layer_met3.png
Drawn at 2 px/µm.
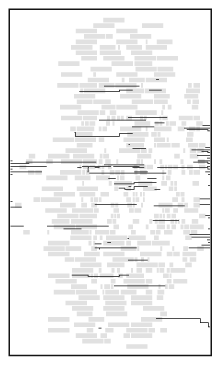
wires.png
Drawn at 2 px/µm.
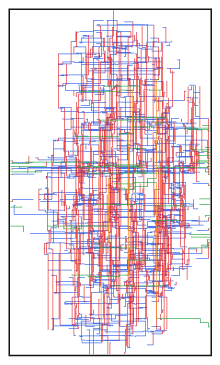
clk_routes.png
Drawn at 3 px/µm.
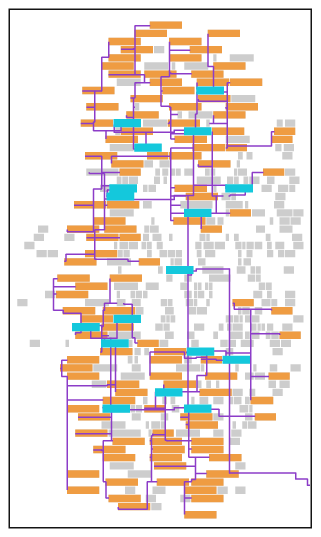
## src/rtl/pc_sequencer.sv

```systemverilog
// Program-counter / next-address stage: picks the next fetch address from jumpType,
// holds Z/C flags and a return-address stack for jsb/ret.
module pc_sequencer #(
  parameter int unsigned ADDR_W      = 12,
  parameter int unsigned STACK_DEPTH = 8,
  parameter logic [ADDR_W-1:0] RESET_PC = '0
) (
  input  logic                           clk,
  input  logic                           rst_n,
  input  logic                           stall,
  input  logic [2:0]                     jumpType,
  input  logic [ADDR_W-1:0]              target,
  input  logic                           flag_we,
  input  logic                           alu_zero,
  input  logic                           alu_cout,
  output logic [ADDR_W-1:0]              pc,
  output logic                           taken,
  output logic                           zero_flag,
  output logic                           carry_flag,
  output logic [$clog2(STACK_DEPTH):0]   sp,
  output logic                           stack_ovf,
  output logic                           stack_unf
);

  localparam int unsigned PTR_W = $clog2(STACK_DEPTH);
  localparam int unsigned SP_W  = PTR_W + 1;

  localparam logic [2:0] JT_NONE = 3'b000;
  localparam logic [2:0] JT_BZ   = 3'b001;
  localparam logic [2:0] JT_BNZ  = 3'b010;
  localparam logic [2:0] JT_BC   = 3'b011;
  localparam logic [2:0] JT_BNC  = 3'b100;
  localparam logic [2:0] JT_JMP  = 3'b101;
  localparam logic [2:0] JT_JSB  = 3'b110;
  localparam logic [2:0] JT_RET  = 3'b111;

  logic [ADDR_W-1:0] stack_mem [STACK_DEPTH];
  logic [ADDR_W-1:0] pc_inc;
  logic [ADDR_W-1:0] next_pc;
  logic [ADDR_W-1:0] ret_addr;
  logic [SP_W-1:0]   sp_dec;
  logic              stack_full;
  logic              stack_empty;
  logic              push;
  logic              pop;
  logic              ovf_set;
  logic              unf_set;

  assign pc_inc      = pc + ADDR_W'(1);
  assign stack_full  = (sp == SP_W'(STACK_DEPTH));
  assign stack_empty = (sp == '0);
  assign sp_dec      = sp - SP_W'(1);
  // Only consumed on a pop, which requires sp > 0, so the index is always a live entry.
  assign ret_addr    = stack_mem[sp_dec[PTR_W-1:0]];

  // Next-address decode; branches see the flags as registered before this edge.
  always_comb begin
    taken   = 1'b0;
    push    = 1'b0;
    pop     = 1'b0;
    ovf_set = 1'b0;
    unf_set = 1'b0;
    next_pc = pc_inc;
    case (jumpType)
      JT_BZ:  taken = zero_flag;
      JT_BNZ: taken = ~zero_flag;
      JT_BC:  taken = carry_flag;
      JT_BNC: taken = ~carry_flag;
      JT_JMP: taken = 1'b1;
      JT_JSB: begin
        taken   = 1'b1;
        push    = ~stack_full;
        ovf_set = stack_full;
      end
      JT_RET: begin
        if (stack_empty) begin
          unf_set = 1'b1;
        end else begin
          taken = 1'b1;
          pop   = 1'b1;
        end
      end
      JT_NONE: ;
      default: ;
    endcase
    if (taken) begin
      next_pc = pop ? ret_addr : target;
    end
  end

  // Architectural state; stall freezes everything, reset overrides stall.
  always_ff @(posedge clk) begin
    if (!rst_n) begin
      pc         <= RESET_PC;
      zero_flag  <= 1'b0;
      carry_flag <= 1'b0;
      sp         <= '0;
      stack_ovf  <= 1'b0;
      stack_unf  <= 1'b0;
    end else if (!stall) begin
      pc <= next_pc;
      if (flag_we) begin
        zero_flag  <= alu_zero;
        carry_flag <= alu_cout;
      end
      if (push) begin
        sp <= sp + SP_W'(1);
      end else if (pop) begin
        sp <= sp_dec;
      end
      if (ovf_set) stack_ovf <= 1'b1;
      if (unf_set) stack_unf <= 1'b1;
    end
  end

  // Return-address storage is not reset; entries above sp are never read.
  always_ff @(posedge clk) begin
    if (rst_n && !stall && push) begin
      stack_mem[sp[PTR_W-1:0]] <= pc_inc;
    end
  end

endmodule

```

## config.mk

```make
export PLATFORM = sky130hd
export DESIGN_NAME = pc_sequencer
export DESIGN_NICKNAME = d
export VERILOG_FILES = /design/src/rtl/pc_sequencer.sv
export SDC_FILE = /design/constraint.sdc
export NUM_CORES = 1
export LEC_CHECK = 0
export CORE_ASPECT_RATIO = 1.75
export CORE_MARGIN = 2
export CORE_UTILIZATION = 31
export CTS_CLUSTER_DIAMETER = 150
export DETAILED_ROUTE_END_ITERATION = 16
export HOLD_SLACK_MARGIN = 0.03
export PLACE_DENSITY_LB_ADDON = 0.2
export SLEW_MARGIN = 0
export SYNTH_ARGS = -nofsm -noshare
export SYNTH_HDL_FRONTEND = slang
export SYNTH_SLANG_ARGS = --single-unit
```

## constraint.sdc

```tcl
create_clock -name clk -period 2.8 [get_ports clk]
set_clock_uncertainty 0.15 [all_clocks]
set_input_delay 0.28 -clock clk [delete_from_list [all_inputs] [get_ports clk]]
set_output_delay 0.28 -clock clk [all_outputs]
set_load 0.02 [all_outputs]
```

==> results.py <==
# Generated from Yosys and OpenROAD reports
metrics = {
    "floorplan": {
        "die.size.x_um": 100,
        "vertical_die_dimension_um": 172,
    },
    "final_timing": {
        "timing.final.setup_violations": 0,
        "final_critical_path_setup_slack_ps": 389,
        "fmaxAchievable_mhz": 415,
        "worst_hold_slack_ps": 313,
        "period_minus_slack_ps": 2410,
        "max_slew.worst_pin.slew_ps": 725,
        "hold_viol_final": 0,
    },
    "synth": {
        "synth.yosys.chip_area_um2": 5020,
        "yosys-top-cells-count": "edfxtp_1 (96), nand2_1 (24), mux4_2 (21)",
        "synth_cell_types": 46,
        "ys_top_cells_by_area": "edfxtp_1 (57%), mux4_2 (9.4%), dfxtp_1 (8.0%), mux2i_1 (2.6%), o21ai_0 (1.8%)",
        "ys.flops": 116,
        "yosys.stat.seqShare_pct": 65.4,
        "fraction_of_synthesized_area_in_multiplexers_pct": 12.3,
    },
    "finish": {
        "nClkBuffers": 19,
        "fillCellCount": 1483,
        "largest_class": "flip-flops and latches",
        "layout-area-overhead-vs-synth_pct": 28.1,
        "most_frequent_cells_in_the_layout": "edfxtp_1 (96), clkdlybuf4s50_1 (40), buf_4 (27), nand2_1 (24), mux4_2 (21)",
        "largest_register_ff_count": 96,
        "nets": 432,
    },
    "routing": {
        "avgRoutedWirePerCell_um": 22.3,
        "dr_wl_met2_um": 7160,
        "detailroute.via_count": 3199,
    },
    "setup_path": {
        "critPathLaunch": "sp[0]",
        "reg2reg_setup_slack_ps": 600,
        "endpoint": "taken",
        "worst-path-buf-inv": 2,
    },
    "power_and_ir_drop": {
        "report.power.total_w": 0.00455,
        "top_power_group": "clock",
        "seq_power_w": 0.00193,
        "ir_drop_mv": 0.254,
        "power_frac_comb_pct": 7.3,
        "power.switching_fraction_pct": 21.8,
    },
    "cts": {
        "cts_setup_buffers": 0,
        "tritoncts": "yes",
    },
    "grt": {
        "global_route_met1_utilization_pct": 18.6,
        "grt.met3_usage_pct": 3.64,
        "grt_pass1_vias": 3378,
    },
    "run_status": {
        "run_status": "finished, final reports clean",
    },
}
## Picture notes: layer_met3.png
nets with wire on the layer	55
share of all routed wire	5.5%
longest straight run	38.2 µm

## Picture notes: wires.png
colour	layer	wire length
red	metal 2	7,160 µm
blue	metal 1	5,290 µm
orange	metal 4	399 µm
green	metal 3	748 µm

## Picture notes: clk_routes.png
[cyan] clock drivers | count: 17
[orange] flip-flops | count: 116
[purple] clock wires | length: 1,590 µm
routed clock nets	18
clk ins delay skew pair: 410 ps
Clock power frac: 50.2%

No activity file was given, so power comes from the tool's default toggle rates.
